==> config.mk <==
export PLATFORM = sky130hd
export DESIGN_NAME = adder_share_arbiter
export DESIGN_NICKNAME = d
export VERILOG_FILES = /design/src/rtl/adder_share_arbiter.sv
export SDC_FILE = /design/constraint.sdc
export NUM_CORES = 1
export LEC_CHECK = 0
export ABC_AREA = 1
export CAP_MARGIN = 20
export CORE_MARGIN = 5
export CORE_UTILIZATION = 34
export CTS_BUF_LIST = sky130_fd_sc_hd__clkbuf_16
export DETAILED_ROUTE_END_ITERATION = 16
export PLACE_DENSITY = 0.78
export SETUP_SLACK_MARGIN = 0.1
export SYNTH_ARGS = -nofsm -noshare
export SYNTH_HDL_FRONTEND = slang
export SYNTH_SLANG_ARGS = --single-unit
==> constraint.sdc <==
create_clock -name clk -period 1.17 [get_ports clk]
set_input_delay 0.1755 -clock clk [delete_from_list [all_inputs] [get_ports clk]]
set_output_delay 0.1755 -clock clk [all_outputs]
set_load 0.05 [all_outputs]
### Met1 routing, run 1

The bar under the picture is 50 µm long.
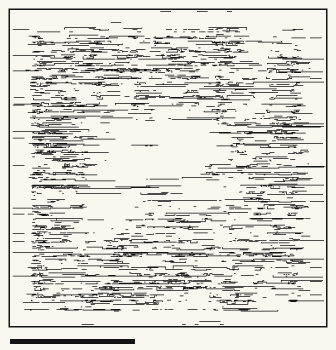
The layer holds 37% of the routed length. 867 nets have wire on it.
routing usage on met1: 25.9%
DRT Wirelength: 18800 µm
Via Count: 5313

### Met2 routing, run 1

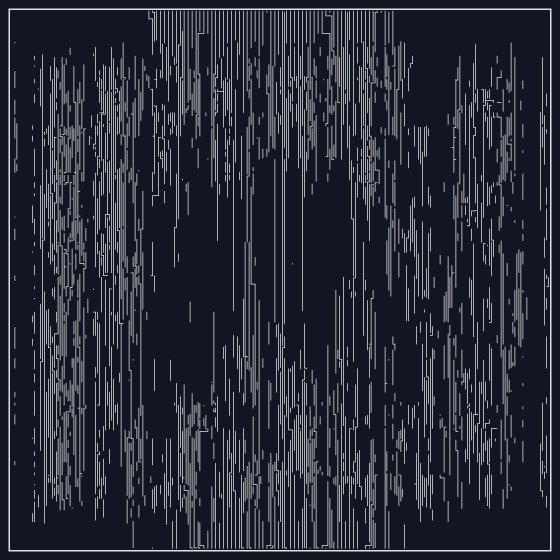
The wires run mostly vertical. The layer carries 9820 µm of wire. The longest straight run is 78.2 µm.
grt met2 use: 41.5%

### Met3 routing, run 1

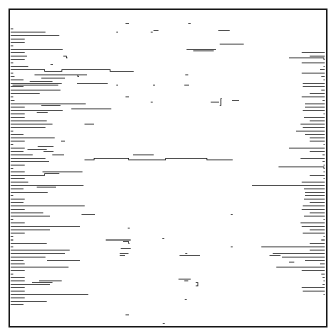
The wires run mostly horizontal. The layer holds 8.9% of the routed length. 193 nets have wire on it. The layer carries 1660 µm of wire. The longest straight run is 30.6 µm.
met3 usage in global routing: 6.65%

==> reports/qor.csv, run 1 <==
stage;metric;value;unit
status;status;finished with violations;
status;failing checks;negative hold slack, negative setup slack;
layout;combinational gate area;1780;µm²
synthesis;ys cells;531;
clock_network;Reg clk slew, reported paths;0.07;ns
sta;final hold violation count;54;
clock_network;Clock Tree Buf Depth;2;
synthesis;synthesized cell area;4590;µm²
sta;setup TNS;-22.80;ns
synthesis;average cell area after synthesis;8.64;µm²
die;num rows;42;
sta;relative slew slack;41.3;%
layout;fill count;917;
sta;worst hold slack;-0.116;ns
setup_path;Max stage delay cell, worst path;dfstp_2;
sta;final worst slack;-0.428;ns
sta;final setup fails;67;
setup_path;WP data arrival;1.42;ns
synthesis;count of cell types in the netlist;16;
sta;worst-margin pin slew;0.878;ns
power;VDD IR max;711;µV
synthesis;Post-synth seq share;56.2;%
sta;Final Cycle Share;137;%
run 1: Yosys cell counts:
| cell type | n |
|---|---|
| o21ai_0 | 3 |
| inv_1 | 5 |
| inv_2 | 1 |
| buf_1 | 3 |
| nand4_1 | 64 |
| buf_6 | 1 |
| nand3_1 | 129 |
| nor2_2 | 1 |
| dfstp_2 | 1 |
| nand2_1 | 171 |
| buf_2 | 27 |
| o21ai_1 | 1 |
| buf_4 | 9 |
| dfrtp_1 | 102 |
| nor2_1 | 4 |
| clkbuf_1 | 9 |
run 1: placed cells by master, fill, tap and decap left out, types with 3 or more instances in the layout:
master | synthesis | final
buf_12 | 0 | 117
clkdlybuf4s50_1 | 0 | 162
dfrtp_2 | 0 | 4
nand3_1 | 129 | 127
buf_6 | 1 | 8
nand4_1 | 64 | 64
nand2_1 | 171 | 169
buf_16 | 0 | 5
inv_1 | 5 | 5
clkbuf_16 | 0 | 9
dfrtp_1 | 102 | 98
buf_4 | 9 | 68
buf_8 | 0 | 3
run 1: logic make-up after synthesis:
logic type             Yosys count  synth area share [%]
AND-OR/OR-AND                    4                 0.436
buffers and inverters           55                  6.13
flip-flops                     103                  56.2
AND/OR/NAND/NOR                369                  37.2
run 1: per-stage QoR:
step / utilization [%] / cells / total power, µW / hold slack [ns]
floorplan: - / 531 / 7020 / -0.120
global placement: 66.2 / 967 / 10400 / 0.176
detailed placement: 66.2 / 967 / 10500 / 0.178
CTS: 72.2 / 1023 / 14100 / -0.119
global route: 73.3 / 1040 / 14700 / -0.0950
finish: 73.3 / 1040 / 14200 / -0.116
run 1: power by group through the flow:
stage               Combinational [µW]  Clock [µW]  Sequential [µW]
floorplan                          873           0             6150
finish                            6310        3220             4640
detailed placement                5820           0             4710
CTS                               6220        3270             4630
global route                      6590        3420             4690
global placement                  5750           0             4690
run 1: per-layer routing:
layer,vias to the layer above,GRT usage [%],wire length (µm)
met1,2556,25.9,6870
met3,29,6.65,1660
met4,0,7.00,403
met5,-,0,0
met2,253,41.5,9820
li1,2475,-,-
run 1: worst register-to-register path, stage by stage (launching register included):
cell and delay, ns:
dfstp_2 0.56, nand2_4 0.06, buf_4 0.13, buf_6 0.10
buf_6 0.11, buf_12 0.16, buf_12 0.15, nand4_1 0.08
nand3_1 0.09
run 1: repair_timing:
action | CTS | global route
gates cloned | 6 | 0
endpoints found under the setup margin | 169 | 203
gates resized | 27 | 7
pin swaps | 59 | 12
hold endpoints to repair | 73 | 54
setup buffers | 32 | 18
run 1: layout make-up:
type / instances / share of cell area [%]
sequential: 103 / 26.6
inverter: 6 / 0.335
clock buffer: 9 / 2.32
multi-input combinational: 373 / 18.3
tap: 176 / 2.27
timing repair buffer: 366 / 49.2
clock inverter: 7 / 0.915
--- run 2 (diff from run 1) ---
CAP_MARGIN = 25   (was 20)
### Met3 routing, run 2

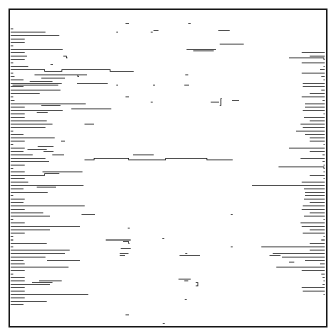
The longest straight run is 30.6 µm. The layer carries 1660 µm of wire.

==> run 2 against run 1 <==
Effect of this change: the flow still finishes with violations (negative hold slack, negative setup slack); die area unchanged; power unchanged; clock skew stayed put; register-to-register slack barely moved; critical path depth did not move; global-route usage is the same; count of clock-buffer cells in the layout is the same; routed wire length unchanged; setup slack unchanged; via count unchanged; core utilization unchanged; non-clock buffer count stayed put; critical path type unchanged; critical endpoint unchanged; largest cell class unchanged; highest routed layer unchanged.
==> reports/qor.csv, run 2 <==
stage;metric;value;unit;change
die;num rows;42;;unchanged
setup_path;Max stage delay on crit path;0.56;ns;about the same
global_routing;vias in the first global route;5514;;unchanged
die;Total Die Area;15900;µm²;unchanged
sta;final setup fails;67;;unchanged
layout;combinational gate area;1780;µm²;unchanged
sta;worst hold slack;-0.116;ns;unchanged
setup_path;Max stage delay cell, worst path;dfstp_2;;unchanged
die;Die Y;126;µm;unchanged
synthesis;ys cells;531;;unchanged
clock_network;Reg clk slew, reported paths;0.07;ns;about the same
synthesis;ys async rst share;100;%;unchanged
setup_path;CP Capture Type;output pin;;unchanged
sta;setup TNS;-22.80;ns;unchanged
setup_path;worst path bufs/invs;3;;unchanged
synthesis;EDFF count, synth;0;;unchanged
drt;Via Count;5313;;unchanged
sta;clock period minus worst slack;1.60;ns;unchanged
sta;Final Max Tran Viols;0;;unchanged
status;failing checks;negative hold slack, negative setup slack;;unchanged
drt;initial DRC count;301;;unchanged
clock_network;Clock Tree Buf Depth;2;;unchanged
synthesis;count of cell types in the netlist;16;;unchanged
synthesis;Post-synth seq share;56.2;%;unchanged
synthesis;main flop type;dfrtp_1;;unchanged
sta;relative slew slack;41.3;%;unchanged
setup_path;WP data arrival;1.42;ns;about the same
drt;DRT Wirelength;18800;µm;unchanged
synthesis;count leader, synth;nand2_1;;unchanged
layout;fill count;917;;unchanged
sta;final hold violation count;54;;unchanged
synthesis;average cell area after synthesis;8.64;µm²;unchanged
power;VDD IR max;711;µV;unchanged
synthesis;synthesized cell area;4590;µm²;unchanged
status;status;finished with violations;;unchanged
sta;Final Cycle Share;137;%;unchanged
drt;Vias/cell;5.11;;unchanged
layout;Area Growth Syn to Fin;111;%;unchanged
layout;dominant logic cell types in the final layout;169 x nand2_1, 162 x clkdlybuf4s50_1, 127 x nand3_1;;unchanged
sta;final worst slack;-0.428;ns;unchanged
synthesis;top cells by count, synth;171 x nand2_1, 129 x nand3_1, 102 x dfrtp_1, 64 x nand4_1, 27 x buf_2;;unchanged
synthesis;Synth Net Count;696;;unchanged
sta;worst-margin pin slew;0.878;ns;unchanged
### Routing congestion map, run 2

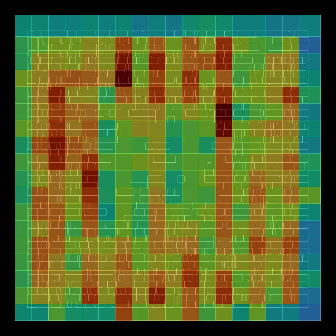
gr usage total: 22.9%
wire per inst: 18.0 µm
Finished Core Util: 73.3%
Most Crowded Layer GR: met2

==> run 2: where the power goes <==
group	switching (µW)	total (µW)	internal, µW	leakage [µW]
Clock	1360	3220	1870	0.000158
Combinational	3070	6310	3240	0.00309
Sequential	571	4640	4070	0.00125
Total	5000	14200	9180	0.00450
==> run 2: area by class of cell <==
cell class / count / area share, %
Tap cell: 176 / 2.27
Sequential cell: 103 / 26.6
Timing Repair Buffer: 366 / 49.2
Clock inverter: 7 / 0.915
Multi-Input combinational cell: 373 / 18.3
Clock buffer: 9 / 2.32
Inverter: 6 / 0.335
==> run 2: per-stage QoR <==
| step | instances | utilization [%] | power, µW | worst slack (ns) | hold WS, ns |
|---|---|---|---|---|---|
| after floorplan | 531 | - | 7020 | -0.201 | -0.120 |
| after global placement | 967 | 66.2 | 10400 | -0.300 | 0.176 |
| after detailed placement | 967 | 66.2 | 10500 | -0.327 | 0.178 |
| after CTS | 1023 | 72.2 | 14100 | -0.452 | -0.119 |
| after global routing | 1040 | 73.3 | 14700 | -0.485 | -0.0950 |
| final | 1040 | 73.3 | 14200 | -0.428 | -0.116 |
==> run 2: kinds of logic (layout without fill, tap and decap cells) <==
group	Yosys count	in the layout	share of synthesized area (%)
compound gates	4	4	0.436
flops	103	103	56.2
simple gates	369	369	37.2
buf+inv	55	388	6.13
==> run 2: layer usage <==
metal	up-vias	track usage, %	wire length [µm]	share of wire, %
met5	-	0	0	0
met1	2556	25.9	6870	37
li1	2475	-	-	-
met2	253	41.5	9820	52
met3	29	6.65	1660	8.9
met4	0	7.00	403	2.1
==> run 2: timing repair <==
action                                  in CTS  in global routing
pin swaps                                   59                 12
endpoints found under the hold margin       73                 54
buffers inserted                            32                 18
cloned                                       6                  0
endpoints found under the setup margin     169                203
resized                                     27                  7
Power is estimated from default activity; no workload was simulated.
